## src/rtl/perf_seg_display_pkg.sv

```systemverilog
// Shared definitions for the performance-counter 7-segment display.
//   SEL_* : display select codes driven by the mode switches
//   SEG_BLANK : all segments off (active-low)
//   hex_to_seg : nibble -> active-low gfedcba pattern
package perf_disp_pkg;

  typedef enum logic [2:0] {
    SEL_MEM = 3'd0,
    SEL_PC  = 3'd1,
    SEL_CYC = 3'd2,
    SEL_CBR = 3'd3,
    SEL_TKN = 3'd4,
    SEL_JMP = 3'd5
  } sel_e;

  localparam int unsigned DISP_W     = 32;
  localparam int unsigned NIB_W      = 4;
  localparam int unsigned NUM_DIGITS = 8;
  localparam int unsigned IDX_W      = 3;

  localparam logic [7:0] SEG_BLANK = 8'hFF;

  // Active-low segment pattern for one hex digit, bit order gfedcba.
  function automatic logic [6:0] hex_to_seg(input logic [3:0] nib);
    logic [6:0] s;
    case (nib)
      4'h0: s = 7'h40;
      4'h1: s = 7'h79;
      4'h2: s = 7'h24;
      4'h3: s = 7'h30;
      4'h4: s = 7'h19;
      4'h5: s = 7'h12;
      4'h6: s = 7'h02;
      4'h7: s = 7'h78;
      4'h8: s = 7'h00;
      4'h9: s = 7'h10;
      4'hA: s = 7'h08;
      4'hB: s = 7'h03;
      4'hC: s = 7'h46;
      4'hD: s = 7'h21;
      4'hE: s = 7'h06;
      default: s = 7'h0E;
    endcase
    return s;
  endfunction

endpackage

```

## src/rtl/perf_seg_display_if.sv

```systemverilog
// Pipeline tap bundle feeding the performance display.
//   pc, mem_data           : 32-bit values available for display
//   ret_valid/_cond_br/_taken/_jump : per-cycle retire event flags
// master = core side (drives), slave = display side (samples).
interface perf_seg_display_if;
  import perf_disp_pkg::*;

  logic [DISP_W-1:0] pc;
  logic [DISP_W-1:0] mem_data;
  logic              ret_valid;
  logic              ret_cond_br;
  logic              ret_taken;
  logic              ret_jump;

  modport master (
    output pc, mem_data, ret_valid, ret_cond_br, ret_taken, ret_jump
  );

  modport slave (
    input  pc, mem_data, ret_valid, ret_cond_br, ret_taken, ret_jump
  );

endinterface

```

## src/rtl/seg7_hex_decoder.sv

```systemverilog
// Combinational hex nibble to active-low 7-segment decoder.
//   nib_i   : 4-bit hex digit
//   seg_c_o : gfedcba, active-low (combinational)
module seg7_hex_decoder
  import perf_disp_pkg::*;
(
  input  logic [3:0] nib_i,
  output logic [6:0] seg_c_o
);

  assign seg_c_o = hex_to_seg(nib_i);

endmodule

```

## src/rtl/perf_seg_display.sv

```systemverilog
// Pipeline performance counters shown as 8 hex digits on a multiplexed
// 7-segment display.
//   clk, reset     : clock, async active-low reset
//   clr            : sync clear of counters and snapshot
//   halt           : freezes counters, lights the leftmost dp
//   pro_reset      : display select
//   core           : pipeline taps (pc, mem_data, retire flags)
//   seg, an        : active-low segments {dp,gfedcba} and digit enables
module perf_seg_display
  import perf_disp_pkg::*;
#(
  parameter int unsigned SCAN_DIV = 100000,
  parameter int unsigned CNT_W    = 32
) (
  input  logic                  clk,
  input  logic                  reset,
  input  logic                  clr,
  input  logic                  halt,
  input  logic [2:0]            pro_reset,
  perf_seg_display_if.slave     core,
  output logic [7:0]            seg,
  output logic [7:0]            an
);

  localparam int unsigned SCAN_W = (SCAN_DIV > 1) ? $clog2(SCAN_DIV) : 1;

  logic [CNT_W-1:0]  cyc_cnt_q, cyc_cnt_d;
  logic [CNT_W-1:0]  cbr_cnt_q, cbr_cnt_d;
  logic [CNT_W-1:0]  tkn_cnt_q, tkn_cnt_d;
  logic [CNT_W-1:0]  jmp_cnt_q, jmp_cnt_d;
  logic [DISP_W-1:0] snap_q, snap_d;
  logic [SCAN_W-1:0] scan_cnt_q, scan_cnt_d;
  logic [IDX_W-1:0]  idx_q, idx_d;
  logic [7:0]        an_q, an_d;
  logic [7:0]        seg_q, seg_d;

  logic [DISP_W-1:0] sel_val_c;
  logic              scan_wrap_c;
  logic              is_cbr_c;
  logic [6:0]        dec_seg_c;

  // Select mux; unused codes show zero.
  always_comb begin
    sel_val_c = '0;
    case (pro_reset)
      SEL_MEM: sel_val_c = core.mem_data;
      SEL_PC:  sel_val_c = core.pc;
      SEL_CYC: sel_val_c = DISP_W'(cyc_cnt_q);
      SEL_CBR: sel_val_c = DISP_W'(cbr_cnt_q);
      SEL_TKN: sel_val_c = DISP_W'(tkn_cnt_q);
      SEL_JMP: sel_val_c = DISP_W'(jmp_cnt_q);
      default: sel_val_c = '0;
    endcase
  end

  assign scan_wrap_c = (scan_cnt_q == SCAN_W'(SCAN_DIV - 1));
  assign is_cbr_c    = core.ret_valid && core.ret_cond_br;

  seg7_hex_decoder u_dec (
    .nib_i   (snap_q[{idx_q, 2'b00} +: NIB_W]),
    .seg_c_o (dec_seg_c)
  );

  // Next-state: counters (clr > halt > count), scan, snapshot, outputs.
  always_comb begin
    cyc_cnt_d  = cyc_cnt_q;
    cbr_cnt_d  = cbr_cnt_q;
    tkn_cnt_d  = tkn_cnt_q;
    jmp_cnt_d  = jmp_cnt_q;
    snap_d     = snap_q;
    scan_cnt_d = scan_cnt_q + SCAN_W'(1);
    idx_d      = idx_q;

    if (clr) begin
      cyc_cnt_d = '0;
      cbr_cnt_d = '0;
      tkn_cnt_d = '0;
      jmp_cnt_d = '0;
    end else if (!halt) begin
      cyc_cnt_d = cyc_cnt_q + CNT_W'(1);
      if (is_cbr_c)
        cbr_cnt_d = cbr_cnt_q + CNT_W'(1);
      if (is_cbr_c && core.ret_taken)
        tkn_cnt_d = tkn_cnt_q + CNT_W'(1);
      if (core.ret_valid && core.ret_jump)
        jmp_cnt_d = jmp_cnt_q + CNT_W'(1);
    end

    if (scan_wrap_c) begin
      scan_cnt_d = '0;
      idx_d      = idx_q + IDX_W'(1);
    end

    // Whole-frame snapshot at the 7->0 digit wrap avoids tearing.
    if (clr)
      snap_d = '0;
    else if (scan_wrap_c && (idx_q == IDX_W'(NUM_DIGITS - 1)))
      snap_d = sel_val_c;

    an_d  = ~(8'b1 << idx_q);
    seg_d = {!((idx_q == IDX_W'(NUM_DIGITS - 1)) && halt), dec_seg_c};
  end

  always_ff @(posedge clk or negedge reset) begin
    if (!reset) begin
      cyc_cnt_q  <= '0;
      cbr_cnt_q  <= '0;
      tkn_cnt_q  <= '0;
      jmp_cnt_q  <= '0;
      snap_q     <= '0;
      scan_cnt_q <= '0;
      idx_q      <= '0;
      an_q       <= SEG_BLANK;
      seg_q      <= SEG_BLANK;
    end else begin
      cyc_cnt_q  <= cyc_cnt_d;
      cbr_cnt_q  <= cbr_cnt_d;
      tkn_cnt_q  <= tkn_cnt_d;
      jmp_cnt_q  <= jmp_cnt_d;
      snap_q     <= snap_d;
      scan_cnt_q <= scan_cnt_d;
      idx_q      <= idx_d;
      an_q       <= an_d;
      seg_q      <= seg_d;
    end
  end

  assign an  = an_q;
  assign seg = seg_q;

endmodule

```

## src/flat_wrapper.sv

```systemverilog
// flat-port wrapper written by rule: the top's interface ports become plain ports
module perf_seg_display_flat import perf_disp_pkg::*;
#(
  parameter int unsigned SCAN_DIV = 100000,
  parameter int unsigned CNT_W    = 32
)
  (clk, reset, clr, halt, pro_reset, seg, an, core_pc, core_mem_data, core_ret_valid, core_ret_cond_br, core_ret_taken, core_ret_jump);
  perf_seg_display_if core_i ();
  input  logic clk;
  input  logic reset;
  input  logic clr;
  input  logic halt;
  input  logic [2:0] pro_reset;
  output logic [7:0] seg;
  output logic [7:0] an;
  input wire logic [$bits(core_i.pc)-1:0] core_pc;
  input wire logic [$bits(core_i.mem_data)-1:0] core_mem_data;
  input wire logic [$bits(core_i.ret_valid)-1:0] core_ret_valid;
  input wire logic [$bits(core_i.ret_cond_br)-1:0] core_ret_cond_br;
  input wire logic [$bits(core_i.ret_taken)-1:0] core_ret_taken;
  input wire logic [$bits(core_i.ret_jump)-1:0] core_ret_jump;
  assign core_i.pc = core_pc;
  assign core_i.mem_data = core_mem_data;
  assign core_i.ret_valid = core_ret_valid;
  assign core_i.ret_cond_br = core_ret_cond_br;
  assign core_i.ret_taken = core_ret_taken;
  assign core_i.ret_jump = core_ret_jump;
  perf_seg_display #(.SCAN_DIV(SCAN_DIV), .CNT_W(CNT_W)) u_core (.clk(clk), .reset(reset), .clr(clr), .halt(halt), .pro_reset(pro_reset), .core(core_i), .seg(seg), .an(an));
endmodule
```

## config.mk

```make
export PLATFORM = sky130hd
export DESIGN_NAME = perf_seg_display_flat
export DESIGN_NICKNAME = d
export VERILOG_FILES = /design/src/rtl/perf_seg_display_pkg.sv /design/src/rtl/perf_seg_display_if.sv /design/src/rtl/seg7_hex_decoder.sv /design/src/rtl/perf_seg_display.sv /design/src/flat_wrapper.sv
export SDC_FILE = /design/constraint.sdc
export NUM_CORES = 1
export LEC_CHECK = 0
export ABC_CLOCK_PERIOD_IN_PS = 3300
export CORE_AREA = 2 2 148 150
export DETAILED_ROUTE_END_ITERATION = 12
export DIE_AREA = 0 0 150 152
export GPL_ROUTABILITY_DRIVEN = 0
export PLACE_DENSITY = 0.7
export SYNTH_ARGS = -nofsm -noshare
export SYNTH_HDL_FRONTEND = slang
export SYNTH_HIERARCHICAL = 1
export SYNTH_SLANG_ARGS = --single-unit
```

## constraint.sdc

```tcl
create_clock -name clk -period 3.3 [get_ports clk]
set_clock_uncertainty 0.15 [all_clocks]
set_input_delay 0.66 -clock clk [delete_from_list [all_inputs] [get_ports clk]]
set_output_delay 0.66 -clock clk [all_outputs]
set_load 0.01 [all_outputs]
```

==> metrics.sh, run 1 <==
STATUS='finished clean'
GRT_MAX_DEGREE=89
FINAL.MIN_CLOCK_PERIOD_NS=2.83
HOLDBUFCOUNTCTS=0
DETAIL_ROUTE.FIRST_PASS.ITERATIONS=6
CP_DATA_REQUIRED_TIME_NS=3.52
TIMING.FMAX_GHz=0.353
WIRE_LENGTH_OF_THE_FIRST_GLOBAL_ROUTING_PASS_MM=46.8
POST-SYNTH-TOP-AREA-CELL='sky130_fd_sc_hd__dfrtp_1'
FILLERINSTANCES=1884
ROUTE.FINAL.WIRE_LENGTH_MM=29.6
ANTENNA_FOUND_INITIAL=0
SYNTH_XOR_XNOR_AREA_SHARE_PCT=11.3
PLACEMENT.CELL_AREA_UM2=11700
YOSYSCELLCOUNT=1060
VDD.IR_DROP.WORST_uV=331
ROUTE.DETAILED.WL_PER_INST_UM=20.8
DESIGN_AREA_UM2=12300
FINAL-SETUP-VIOL-COUNT=0
CORE_UTILIZATION_BEFORE_PLACEMENT_PCT=49.0
POSTROUTEANTENNANETS=0
YOSYS.AREA_SHARE.SIMPLE_PCT=22.2
SETUP_REPAIR_AFTER_GLOBAL_ROUTING_MISSED_ITS_MARGIN='false'
DETAIL_ROUTE.ITER0.VIOLATIONS=1099
run 1: worst max path at each step:
stage	startpoint	to	slack, ns	cells after the start
after floorplan	u_core/idx_q[0]	u_core/seg[0]	0.59	9
after global placement	pro_reset[1]	u_core/snap_q[30]	0.35	4
after detailed placement	pro_reset[1]	u_core/snap_q[30]	0.29	4
after CTS	u_core/scan_cnt_q[6]	u_core/snap_q[30]	0.44	4
after global routing	u_core/idx_q[0]	u_core/seg[0]	0.23	8
final	u_core/scan_cnt_q[6]	u_core/snap_q[13]	0.47	4
run 1: sequential cells by signal, summed over array words and instances, names as in the netlist:
register           cells
u_core/cbr_cnt_q      32
u_core/cyc_cnt_q      32
u_core/jmp_cnt_q      32
u_core/snap_q         32
u_core/tkn_cnt_q      32
u_core/scan_cnt_q     17
u_core/an              8
u_core/seg             8
u_core/idx_q           3
run 1: worst max-delay path, stage by stage (launching register included):
cell and delay, ns:
sky130_fd_sc_hd__dfrtp_1 0.43, sky130_fd_sc_hd__or4b_4 0.56, sky130_fd_sc_hd__nor4_4 0.34, sky130_fd_sc_hd__and3_1 1.01, sky130_fd_sc_hd__a22o_1 0.27
run 1: through the flow:
step	worst slack (ns)	util (%)
after floorplan	0.587	-
after global placement	0.351	54.8
after detailed placement	0.286	54.8
after CTS	0.440	57.5
after global routing	0.226	57.5
final	0.470	57.5
run 1: Yosys cell counts (7+ instances only):
cell type,count
sky130_fd_sc_hd__a22o_1,34
sky130_fd_sc_hd__nor4_1,17
sky130_fd_sc_hd__a22oi_1,96
sky130_fd_sc_hd__xnor2_1,56
sky130_fd_sc_hd__nor2_1,147
sky130_fd_sc_hd__a21oi_1,9
sky130_fd_sc_hd__and4_1,19
sky130_fd_sc_hd__mux2i_1,7
sky130_fd_sc_hd__xor2_1,79
sky130_fd_sc_hd__and3_1,17
sky130_fd_sc_hd__clkbuf_1,49
sky130_fd_sc_hd__nor3_1,17
sky130_fd_sc_hd__mux4_2,8
sky130_fd_sc_hd__nand4_1,46
sky130_fd_sc_hd__dfrtp_1,180
sky130_fd_sc_hd__dfstp_2,16
sky130_fd_sc_hd__ha_1,18
sky130_fd_sc_hd__inv_1,16
sky130_fd_sc_hd__nand2_1,65
sky130_fd_sc_hd__nand3_1,92
run 1: power by group through the flow:
stage | logic, mW | registers [mW] | clock network [mW]
after floorplan | 0.0939 | 2.46 | 0
after global placement | 0.298 | 2.46 | 0
after detailed placement | 0.301 | 2.46 | 0
after CTS | 0.302 | 2.41 | 2.08
after global routing | 0.323 | 2.41 | 2.18
final | 0.299 | 2.41 | 2.05
run 1: per-layer routing:
layer / vias to the layer above / wire length [µm] / GRT usage, %
met1: 4293 / 12700 / 38.4
met3: 40 / 2190 / 5.29
met5: - / 0 / 0
met2: 387 / 13800 / 40.8
met4: 0 / 814 / 8.72
li1: 3963 / - / -
run 1: cell type report:
type | count | area, µm² | area share [%]
tap | 280 | 350 | 2.85
clock buffer | 17 | 425 | 3.47
multi-input combinational | 784 | 5230 | 42.6
timing repair buffer | 116 | 1130 | 9.25
clock inverter | 14 | 140 | 1.14
inverter | 17 | 63.8 | 0.520
sequential | 196 | 4920 | 40.1
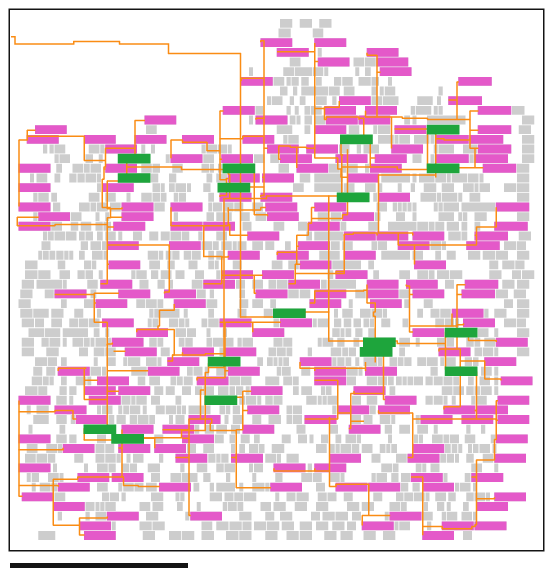
Run 1: clock distribution
Scale bar: 50 µm.
- magenta: flip-flops (count 196)
- orange: clock wires (length 2,370 µm)
- green: clock drivers (count 17)
- flops lie: widely spread
- routed clock nets: 18
proportion of power drawn by the clock network: 43.1%
Clock group: 2.05 mW
clock network latency to the later pin of the worst-skew pair: 0.44 ns

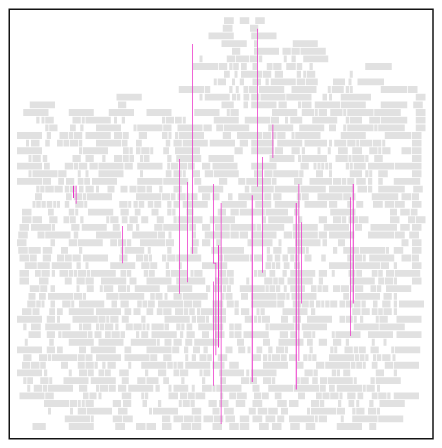
Run 1: the metal 4 layer
Cells faint in the background.
- wire length on this layer: 815 µm
- main direction: vertical

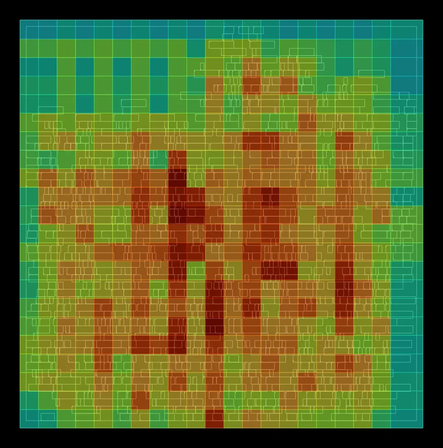
Run 1: routing congestion map
Overall Global Routing Usage: 26.7%
M3 GR Usage: 5.29%
final cell utilization of the core: 57.5%
met2 Track Usage GR: 40.8%

==> inputs of run 2 (changes only) <==
- SETUP_SLACK_MARGIN: unset -> 0.1
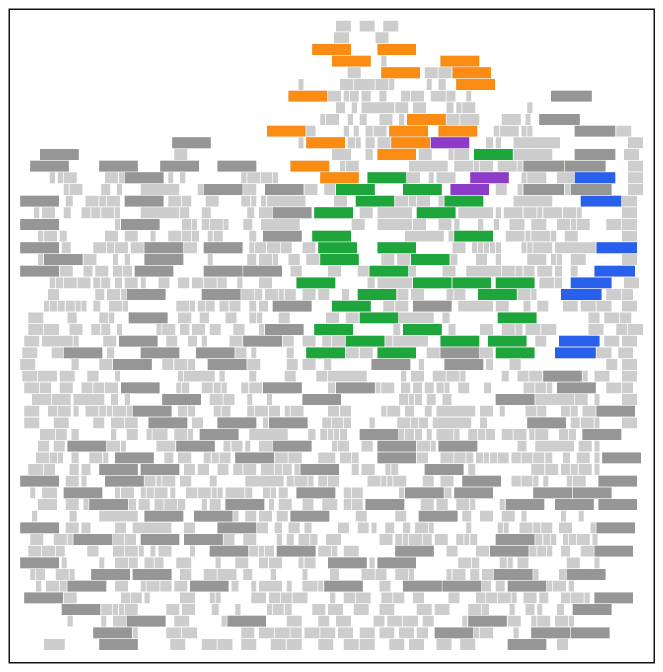
Run 2: sequential cells coloured by netlist name
Other sequential cells in the stronger grey, the rest of the logic in the fainter grey.
- orange: `u_core/scan_cnt_q` (flops 17; where top centre)
- blue: `u_core/seg` (flops 8; where middle right)
- purple: `u_core/idx_q` (flops 3)
- green: `u_core/snap_q` (flops 32; where centre)

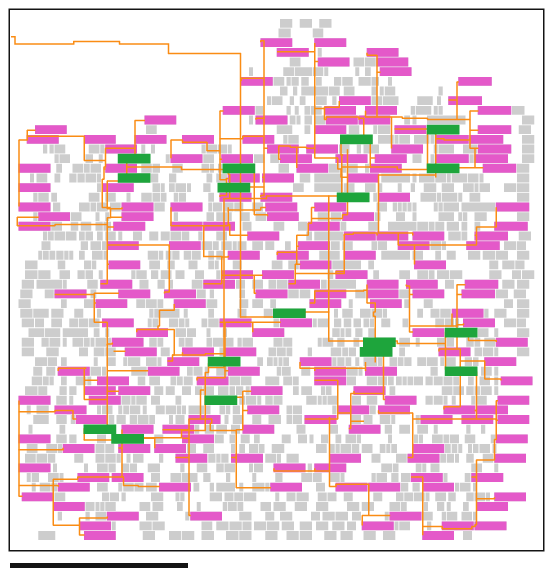
Run 2: clock distribution
Scale bar: 50 µm.
- orange: clock wires (length 2,370 µm)
- green: clock drivers (count 17)
- magenta: flip-flops (count 196)
- routed clock nets: 18
- flops lie: widely spread

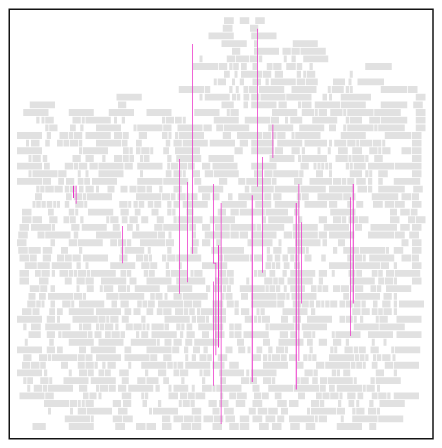
Run 2: the metal 4 layer
Cells faint in the background.
- nets with wire on the layer: 17
- main direction: vertical
- share of all routed wire: 2.8%
- longest straight run: 78.2 µm
- wire length on this layer: 815 µm

==> run 2 against run 1 <==
  * Flip-flop count stayed put
  * Critical path type unchanged
  * Combinational power hardly changed
  * Non-clock buffer count stayed put
  * Critical endpoint unchanged
==> metrics.sh, run 2 <==
FINAL-SETUP-VIOL-COUNT=0
CTS-ROOT-TO-SINK-BUFFERS=2
POSTROUTEANTENNANETS=0
ANTENNA_FOUND_INITIAL=0
WORST-PATH-BUF-INV=0
SYNTHMOSTINSTANTIATEDCELL='sky130_fd_sc_hd__dfrtp_1'
YOSYS.AREA_SHARE.SIMPLE_PCT=22.2
HTREE_NUM_LEVELS=4
DETAIL_ROUTE.FIRST_PASS.ITERATIONS=6
ROUTE.DETAILED.WL_PER_INST_UM=20.8
SYNTH_XOR_XNOR_AREA_SHARE_PCT=11.3
CP_DATA_REQUIRED_TIME_NS=3.52
GRT.TOTAL_USAGE_PCT=26.7
YOSYS-STAT-AREA_UM2=10500
GRT_MAX_DEGREE=89
CRIT_PATH_TOP_DELAY_CELL='sky130_fd_sc_hd__and3_1'
SETUP_REPAIR_AFTER_GLOBAL_ROUTING_MISSED_ITS_MARGIN='false'
MAX_STAGE_DELAY_NS=1.01
CLKSINKCOUNT=196
WIRE_LENGTH_OF_THE_FIRST_GLOBAL_ROUTING_PASS_MM=46.8
TIMING.FMAX_GHz=0.353
VDD.IR_DROP.WORST_uV=331
CP_CELL_SEQUENCE='or4b_4, nor4_4, and3_1, a22o_1'
YOSYSCELLCOUNT=1060
CP-START-KIND='register'
DESIGN_AREA_UM2=12300
STATUS='finished clean'
CLK-INSERTION-DELAY-LATE_NS=0.44
CORE_UTILIZATION_BEFORE_PLACEMENT_PCT=49.0
YOSYS.AREA_SHARE.ADDER_PCT=2.15
PLACEMENT.CELL_AREA_UM2=11700
HOLDBUFCOUNTCTS=0
ENABLE_FLOP_CELLS=0
FINAL.MIN_CLOCK_PERIOD_NS=2.83
CRITPATHTOPFAMILY='simple AND/OR/NAND/NOR gates'
MAX_SLEW_MARGIN_PCT=20.8
DETAIL_ROUTE.ITER0.VIOLATIONS=1099
SEQCELLAREA_UM2=4920
BOUNDARYPINS=91
SYNTHTOPCELLSBYCOUNT='180 x sky130_fd_sc_hd__dfrtp_1, 147 x sky130_fd_sc_hd__nor2_1, 96 x sky130_fd_sc_hd__a22oi_1, 92 x sky130_fd_sc_hd__nand3_1, 79 x sky130_fd_sc_hd__xor2_1'
COMB_AREA_UM2=5230
POWER.DENSITY_CELL_AREA_nW_PER_UM2=388
POST-SYNTH-TOP-AREA-CELL='sky130_fd_sc_hd__dfrtp_1'
FILLERINSTANCES=1884
CTS_RESIZED=0
==> run 2: cell counts in the layout (fill, tap and decap cells not counted) <==
No cell type changed its count.
==> run 2: per-layer routing <==
layer	up-vias	GRT usage [%]	wire, µm
li1	3963	-	-
met3	40	5.29	2190
met4	0	8.72	814
met5	-	0	0
met1	4293	38.4	12700
met2	387	40.8	13800
==> run 2: area by class of cell <==
cell class,instances,area share (%)
multi-input combinational,784,42.6
sequential,196,40.1
timing repair buffer,116,9.25
clock buffer,17,3.47
tap,280,2.85
clock inverter,14,1.14
inverter,17,0.520
==> run 2: stage by stage <==
step	power [mW]	instances	utilization, %	hold slack, ns	worst slack (ns)
floorplan	2.55	1060	-	0.214	0.587
global placement	2.76	1393	54.8	0.320	0.351
detailed placement	2.76	1393	54.8	0.329	0.286
CTS	4.79	1424	57.5	0.136	0.440
global route	4.92	1424	57.5	0.138	0.226
finish	4.76	1424	57.5	0.102	0.470
==> run 2: report_power, final <==
part / total, mW / switching, mW / internal [mW] / leakage (nW)
logic: 0.299 / 0.178 / 0.121 / 2.12
registers: 2.41 / 0.00700 / 2.41 / 2.67
clock network: 2.05 / 0.990 / 1.06 / 0.274
==> run 2: cells by family (layout without fill, tap and decap cells) <==
logic type	Yosys count	in the layout
multiplexers	17	17
flip-flops	196	196
adder cells (fa/ha/maj)	18	18
AND/OR/NAND/NOR	459	459
buffers and inverters	80	164
XOR/XNOR	135	135
AND-OR/OR-AND	155	155
==> run 2: final timing paths <==
kind | startpoint | end | slack [ns] | cells after the start
setup / recovery | u_core/scan_cnt_q[6] | u_core/snap_q[13] | 0.47 | 4
hold / removal | reset | u_core/cbr_cnt_q[5] | 0.10 | 1
setup reg to reg | u_core/scan_cnt_q[6] | u_core/snap_q[13] | 0.47 | 4
hold reg to reg | u_core/scan_cnt_q[12] | u_core/scan_cnt_q[12] | 0.34 | 1
max in group asynchronous | reset | u_core/snap_q[10] | 2.00 | 2
min in group clk | u_core/scan_cnt_q[12] | u_core/scan_cnt_q[12] | 0.34 | 1
==> run 2: worst register-to-register path, cell delays in order (launching register included) <==
cell,delay (ns)
sky130_fd_sc_hd__dfrtp_1,0.43
sky130_fd_sc_hd__or4b_4,0.56
sky130_fd_sc_hd__nor4_4,0.34
sky130_fd_sc_hd__and3_1,1.01
sky130_fd_sc_hd__a22o_1,0.28
Power and IR drop assume default switching activity.
